**src/rtl/ram_ctrl_pkg.sv**
```systemverilog
`default_nettype none
// ============================================================================
// Module   : ram_ctrl_pkg
// Purpose  : Shared types and helpers for the state-RAM port arbiter.
//            - lock_state_e : ownership state of the round-robin arbiter
//            - idx_width()  : width of a requester index for R requesters
//            - field_lsb()  : LSB position of one requester's slice in a
//                             packed per-requester bus
// Revision : 1.0 - initial release
// ============================================================================
package ram_ctrl_pkg;

  typedef enum logic [0:0] {
    UNLOCKED = 1'b0,
    LOCKED   = 1'b1
  } lock_state_e;

  // Index width for r requesters; never narrower than one bit.
  function automatic int idx_width(input int r);
    return (r > 1) ? $clog2(r) : 1;
  endfunction

  localparam int R_DEFAULT = 4;
  localparam int IDXW      = idx_width(R_DEFAULT);

  // Packed per-requester buses place requester idx at [idx*width +: width].
  function automatic int field_lsb(input int idx, input int width);
    return idx * width;
  endfunction

endpackage
`default_nettype wire

```
**src/rtl/ram_rr_arbiter.sv**
```systemverilog
`default_nettype none
// ============================================================================
// Module   : ram_rr_arbiter
// Purpose  : Round-robin winner selection with a per-requester lock.
//            Holds the rotation pointer and the lock ownership FSM.
// Ports    : Clk, Rst        clock, synchronous active-high reset
//            req[R]          requests (held until granted)
//            lock[R]         keep ownership after the current grant
//            gnt[R]          one-hot grant, combinational
//            gnt_valid       a winner exists this cycle
//            gnt_idx         index of the winner
// Revision : 1.0 - initial release
// ============================================================================
module ram_rr_arbiter
  import ram_ctrl_pkg::*;
#(
  parameter  int R  = 4,
  localparam int IW = idx_width(R)
) (
  input  logic          Clk,
  input  logic          Rst,
  input  logic [R-1:0]  req,
  input  logic [R-1:0]  lock,
  output logic [R-1:0]  gnt,
  output logic          gnt_valid,
  output logic [IW-1:0] gnt_idx
);

  lock_state_e   r_state;
  lock_state_e   w_state_nxt;
  logic [IW-1:0] r_owner;
  logic [IW-1:0] w_owner_nxt;
  logic [IW-1:0] r_ptr;
  logic [IW-1:0] w_ptr_nxt;
  logic [IW:0]   w_cand;
  logic          w_valid;
  logic [IW-1:0] w_idx;

  always_ff @(posedge Clk) begin
    if (Rst) begin
      r_state <= UNLOCKED;
      r_owner <= '0;
      r_ptr   <= '0;
    end else begin
      r_state <= w_state_nxt;
      r_owner <= w_owner_nxt;
      r_ptr   <= w_ptr_nxt;
    end
  end

  always_comb begin
    w_valid     = 1'b0;
    w_idx       = '0;
    w_cand      = '0;
    w_state_nxt = r_state;
    w_owner_nxt = r_owner;
    w_ptr_nxt   = r_ptr;
    gnt         = '0;

    if (!Rst) begin
      if (r_state == LOCKED) begin
        if (req[r_owner]) begin
          w_valid = 1'b1;
          w_idx   = r_owner;
        end
      end else begin
        // Walk from the farthest offset back to the pointer so that the
        // candidate closest to ptr is the last (and winning) assignment.
        for (int i = R - 1; i >= 0; i--) begin
          w_cand = {1'b0, r_ptr} + (IW+1)'(i);
          if (w_cand >= (IW+1)'(R)) begin
            w_cand = w_cand - (IW+1)'(R);
          end
          if (req[w_cand[IW-1:0]]) begin
            w_valid = 1'b1;
            w_idx   = w_cand[IW-1:0];
          end
        end
      end
    end

    if (w_valid) begin
      gnt[w_idx] = 1'b1;
      w_ptr_nxt  = (w_idx == IW'(R - 1)) ? '0 : w_idx + IW'(1);
    end

    case (r_state)
      UNLOCKED: begin
        if (w_valid && lock[w_idx]) begin
          w_state_nxt = LOCKED;
          w_owner_nxt = w_idx;
        end
      end
      LOCKED: begin
        // Owner either dropped its request (nothing granted this cycle)
        // or was granted with lock deasserted: release in both cases.
        if (!req[r_owner] || !lock[r_owner]) begin
          w_state_nxt = UNLOCKED;
        end
      end
      default: w_state_nxt = UNLOCKED;
    endcase
  end

  assign gnt_valid = w_valid;
  assign gnt_idx   = w_idx;

endmodule
`default_nettype wire

```
**src/rtl/ram_port_arbiter.sv**
```systemverilog
`default_nettype none
// ============================================================================
// Module   : ram_port_arbiter
// Purpose  : Shares a dual-read / single-write state RAM between R
//            requesters. One granted access per cycle: two operand reads
//            plus an optional write to the first operand address. Read data
//            is registered back to the winner one cycle later.
// Ports    : Clk, Rst                 clock, synchronous active-high reset
//            req/we/lock[R]           per-requester control
//            addr_a/addr_b/wdata      packed per-requester fields
//            gnt[R]                   one-hot combinational grant
//            rvalid/rid/rdata_a/b     registered response
//            rerr                     response had an out-of-range address
//            ram_*                    RAM port drive / combinational read data
// Revision : 1.0 - initial release
// ============================================================================
module ram_port_arbiter
  import ram_ctrl_pkg::*;
#(
  parameter  int N  = 16,
  parameter  int M  = 6000,
  parameter  int K  = 13,
  parameter  int R  = 4,
  localparam int IW = idx_width(R)
) (
  input  logic           Clk,
  input  logic           Rst,
  input  logic [R-1:0]   req,
  input  logic [R-1:0]   we,
  input  logic [R-1:0]   lock,
  input  logic [R*K-1:0] addr_a,
  input  logic [R*K-1:0] addr_b,
  input  logic [R*N-1:0] wdata,
  output logic [R-1:0]   gnt,
  output logic           rvalid,
  output logic [IW-1:0]  rid,
  output logic [N-1:0]   rdata_a,
  output logic [N-1:0]   rdata_b,
  output logic           rerr,
  output logic [K-1:0]   ram_addr_one,
  output logic [K-1:0]   ram_addr_two,
  output logic [K-1:0]   ram_addr_wr,
  output logic           ram_we,
  output logic [N-1:0]   ram_wdata,
  input  logic [N-1:0]   ram_rdata_one,
  input  logic [N-1:0]   ram_rdata_two
);

  logic          w_gnt_valid;
  logic [IW-1:0] w_gnt_idx;
  logic [K-1:0]  w_addr_a;
  logic [K-1:0]  w_addr_b;
  logic [N-1:0]  w_wdata;
  logic          w_we;
  logic          w_oor;

  logic          r_rvalid;
  logic [IW-1:0] r_rid;
  logic [N-1:0]  r_rdata_a;
  logic [N-1:0]  r_rdata_b;
  logic          r_rerr;

  ram_rr_arbiter #(
    .R (R)
  ) u_arb (
    .Clk       (Clk),
    .Rst       (Rst),
    .req       (req),
    .lock      (lock),
    .gnt       (gnt),
    .gnt_valid (w_gnt_valid),
    .gnt_idx   (w_gnt_idx)
  );

  // Winner's fields; everything reads as zero when nobody is granted.
  always_comb begin
    w_addr_a = '0;
    w_addr_b = '0;
    w_wdata  = '0;
    w_we     = 1'b0;
    if (w_gnt_valid) begin
      w_addr_a = addr_a[field_lsb(32'(w_gnt_idx), K) +: K];
      w_addr_b = addr_b[field_lsb(32'(w_gnt_idx), K) +: K];
      w_wdata  = wdata[field_lsb(32'(w_gnt_idx), N) +: N];
      w_we     = we[w_gnt_idx];
    end
  end

  // Either operand outside the populated depth poisons the whole access.
  assign w_oor = (32'(w_addr_a) >= 32'(M)) || (32'(w_addr_b) >= 32'(M));

  assign ram_addr_one = w_addr_a;
  assign ram_addr_wr  = w_addr_a;
  assign ram_addr_two = w_addr_b;
  assign ram_wdata    = w_wdata;
  assign ram_we       = w_gnt_valid & w_we & ~w_oor;

  // Response register; RAM read data is sampled at the same edge that
  // commits the write, so a write returns the old word.
  always_ff @(posedge Clk) begin
    if (Rst) begin
      r_rvalid  <= 1'b0;
      r_rid     <= '0;
      r_rdata_a <= '0;
      r_rdata_b <= '0;
      r_rerr    <= 1'b0;
    end else if (w_gnt_valid) begin
      r_rvalid  <= 1'b1;
      r_rid     <= w_gnt_idx;
      r_rdata_a <= w_oor ? '0 : ram_rdata_one;
      r_rdata_b <= w_oor ? '0 : ram_rdata_two;
      r_rerr    <= w_oor;
    end else begin
      r_rvalid  <= 1'b0;
    end
  end

  assign rvalid  = r_rvalid;
  assign rid     = r_rid;
  assign rdata_a = r_rdata_a;
  assign rdata_b = r_rdata_b;
  assign rerr    = r_rerr;

endmodule
`default_nettype wire

```
**config.mk**
```make
export PLATFORM = sky130hd
export DESIGN_NAME = ram_port_arbiter
export DESIGN_NICKNAME = d
export VERILOG_FILES = /design/src/rtl/ram_ctrl_pkg.sv /design/src/rtl/ram_rr_arbiter.sv /design/src/rtl/ram_port_arbiter.sv
export SDC_FILE = /design/constraint.sdc
export NUM_CORES = 1
export LEC_CHECK = 0
export CAP_MARGIN = 20
export CORE_AREA = 2 2 120 122
export DETAILED_ROUTE_END_ITERATION = 16
export DIE_AREA = 0 0 122 124
export PLACE_DENSITY_LB_ADDON = 0.08
export SYNTH_ARGS = -nofsm -noshare
export SYNTH_HDL_FRONTEND = slang
export SYNTH_HIERARCHICAL = 1
export SYNTH_SLANG_ARGS = --single-unit
```
**constraint.sdc**
```tcl
create_clock -name Clk -period 9.6 [get_ports Clk]
set_input_delay 1.92 -clock Clk [delete_from_list [all_inputs] [get_ports Clk]]
set_output_delay 1.92 -clock Clk [all_outputs]
set_load 0.03 [all_outputs]
```
layer_met1.png
Bar = 20 um. Supply wires on this layer in gray.
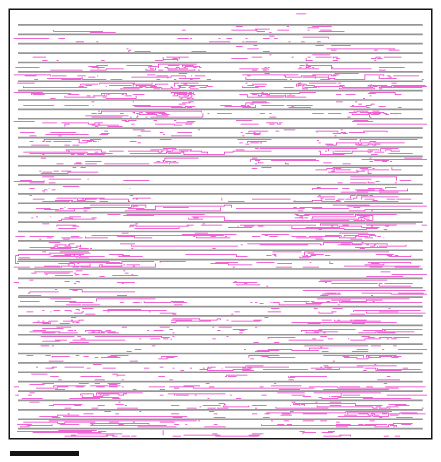
- longest straight run: 42.8 um
- wire length on this layer: 6020 um
- main direction: horizontal
- nets with wire on the layer: 715
- share of all routed wire: 38%

congestion.png
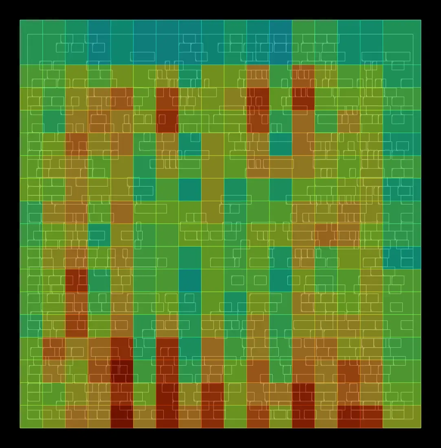
Total Routing Usage GR: 0.206
Layout Utilization: 0.491

==> job_summary.md <==
## Synthesis and layout report

| Metric | Value |
|---|---|
| Status | `complete, no violations` |
| Flop area | `821 sq um` |
| Top layer in use | `met5` |
| Area Overhead vs Synth | `96.1%` |
| # port buffers | `309` |
| Setup Skew | `7.21 ps` |
| PnR worst setup slack | `1420 ps` |
| FF-to-FF End | `rerr$_SDFFE_PP0P_` |
| Flip-flops with a built-in enable | `0` |
| Signal buf overhead | `0.467` |
| Flop and latch count out of synthesis | `41` |
| Max-Cap Viols | `0` |
| Least-Margin Pin Slew | `1020 ps` |
| Hold depth | `2` |
| Final ANT Viol Nets | `0` |
| Iteration-0 DRC Markers | `209` |
| Share of layout cells above drive strength 1 | `0.0880` |
| Placed cell area | `0.00655 sq mm` |
| N_taps | `180` |
| Post-Syn Area | `0.00344 sq mm` |
| Non-clock buffer count | `316` |
| Max clock buf depth | `2` |
| Inverters | `9` |
| RSZ-0062 raised after global routing | `false` |
| Most used cell, CP | `clkdlybuf4s50_1` |
| GR peak layer | `met2` |
| Count leader, synth | `and2_1` |
| Worst R2R Path Depth | `9` |
| Tmin final | `8180 ps` |
| Clock Pin Slew Worst Setup and Hold Paths | `60 ps` |
| Worst setup path end | `ram_we` |
| Synthesis Warnings | `6` |
| Area leader, netlist | `dfxtp_1` |
| Yosys stat area | `0.00344 sq mm` |
| CP bufs+invs | `5` |
| Final GP Congestion | `0.890` |
| FF-to-FF setup slack | `5800 ps` |
| Routed wl met3 | `1380 um` |
| Largest fanout on the critical path | `33` |
| TritonCTS Buffers | `5` |
| Slowest CP cell | `mux4_1` |
| Drt first pass iters | `4` |
| # rows | `43` |
| DR WL met2 | `8080 um` |
| Post-synth cell types | `44` |
| Combinational share of cell area | `0.344` |
| Hold worst-path end | `rdata_a[15]$_SDFFE_PP0P_` |
| First-pass GRT wire length | `23600 um` |
| Mean post-synth cell area | `10.1 sq um` |
| Hold Startpoint | `rdata_a[15]$_SDFFE_PP0P_` |
| Final Total Pwr | `0.000856 W` |
| Drt via density | `4.83` |
| Mi-comb count | `251` |
| CTS tree | `done` |
| Total number of vias | `3891` |
| Worst EP required | `7680 ps` |
| CTS Hold Buffers Added | `0` |
| CP max stage delay | `750 ps` |
| Core Box Area | `0.0137 sq mm` |
| Syn Inst Count | `340` |
| Min Hold Slack | `442 ps` |
| M1 GR Usage | `0.229` |
| Remaining DRCs | `0` |
| Asr flop ratio synth | `0` |
| Leakage power | `2.40 nW` |
| # setup viols final | `0` |
| Worst slew margin | `0.318` |
| Post-synth top cells | `and2_1 (43), dfxtp_1 (41), nand2_1 (39), nand3_1 (30), o21ai_1 (29)` |
| Die Y-Extent | `124 um` |
| Met2 global-route usage | `0.376` |
| Worst VDD drop | `0.0000857 V` |
| Flop Count | `41` |
| Tool Warnings | `29` |
| Worst setup path class | `input pin to output port` |
| Ant. Diodes | `1` |
| Die W | `122 um` |
| Grt ovf | `0` |
| Pre-CTS setup slack | `1410 ps` |
| Nets@finish | `842` |
| Worst setup SP type | `input pin` |
| Top Family by Delay on Critical Path | `buffers and inverters` |
| Final Slew Violations | `0` |
| Tcrit/Tclk final | `0.852` |
| Top area contributor share | `0.239` |
| Ys cells | `340` |
| Core Density at Floorplan | `0.251` |
| Max-area cell class | `buffers` |
| Pin count of the biggest net entering global routing | `35` |
| Sink Count | `41` |
| Hpwl dp | `13000 um` |
| FILL cells | `1252` |
| WL per Instance | `19.6 um` |
| Post-route insts no fill | `806` |
| CP Capture Type | `output port` |
| Clk tree area frac | `0.0288` |
| Total Routed Length | `15800 um` |
| Critical Path AT | `6260 ps` |
| Clk_lat worst skew | `280 ps` |
| Die area | `0.0151 sq mm` |
| Critical path depth | `11` |
| Post-Route Setup TNS | `0 ps` |
| CTS Root Cell | `clkbuf_16` |
| Metal1 wirelength | `6020 um` |
| Layout clock buffers | `5` |
| Crit path cell chain | `clkdlybuf4s50_1 > nor2_1 > nor4b_1 > o31ai_2 > inv_2 > mux4_1 > a221oi_4 > buf_4 > inv_1 > nor3b_1 > clkdlybuf4s50_1` |
| Class of the worst hold path | `register to register` |
| Final hold violation count | `0` |
| Synthesized net count | `558` |
| Seq/Total Area, Yosys | `0.239` |
| F_max | `0.122 GHz` |
| Final Cell Area | `0.00674 sq mm` |
| Vias in the first global route | `4180` |
| Most frequent cells in the layout | `clkdlybuf4s50_1 (309), and2_1 (43), dfxtp_1 (41)` |
| Placed Cells | `797` |
| Post-CTS Setup Repair Bufs | `0` |
| Dominant logic cell type in the layout | `clkdlybuf4s50_1` |
logic_types.png
Bar = 20 um.
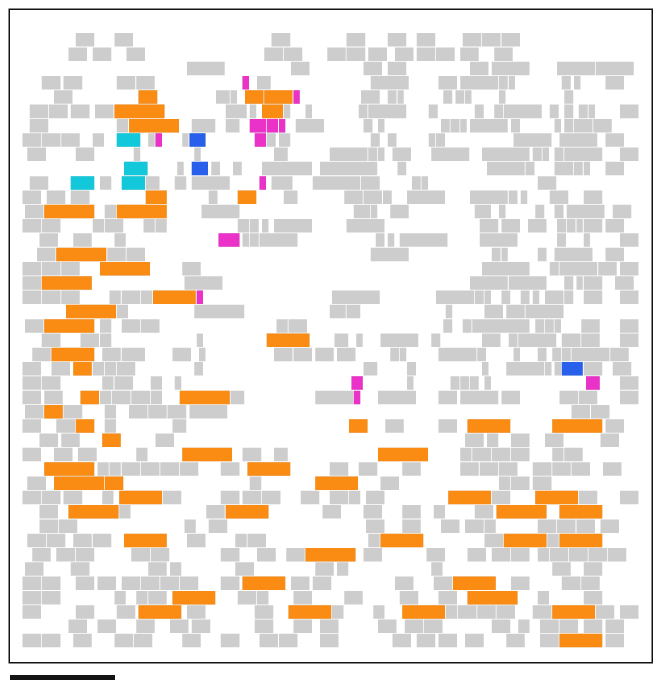
- mux cells: orange (cells 55; most used mux4_2; where all over the die)
- nor cells: magenta (cells 13; most used nor2_1)
- fa/ha/maj cells: cyan (cells 4; most used ha_1; where upper left)
- non-inverting ao/oa cells: blue (cells 3; most used a31o_1)

-- flip-flops by register name (all words and copies together), names as in the netlist --
register,cells
rerr,1
rdata_b,16
u_arb/r_state,1
rid,2
u_arb/r_owner,2
rvalid,1
u_arb/r_ptr,2
rdata_a,16
-- power breakdown --
part           switching, W  leakage [nW]  internal, W  total (W)
sequential        0.0000102         0.335     0.000185   0.000195
clock             0.0000730        0.0944     0.000150   0.000223
combinational      0.000210          1.97     0.000228   0.000438
-- kinds of logic (layout without fill, tap and decap cells) --
logic type / Yosys count / after routing / share of synthesized area
other cells: 0 / 1 / 0
flops: 41 / 41 / 0.239
compound gates: 54 / 54 / 0.106
fa+ha+maj: 4 / 4 / 0.0146
simple gates: 138 / 138 / 0.213
buf+inv: 48 / 333 / 0.0924
mux: 55 / 55 / 0.336
Power and IR drop assume default switching activity.
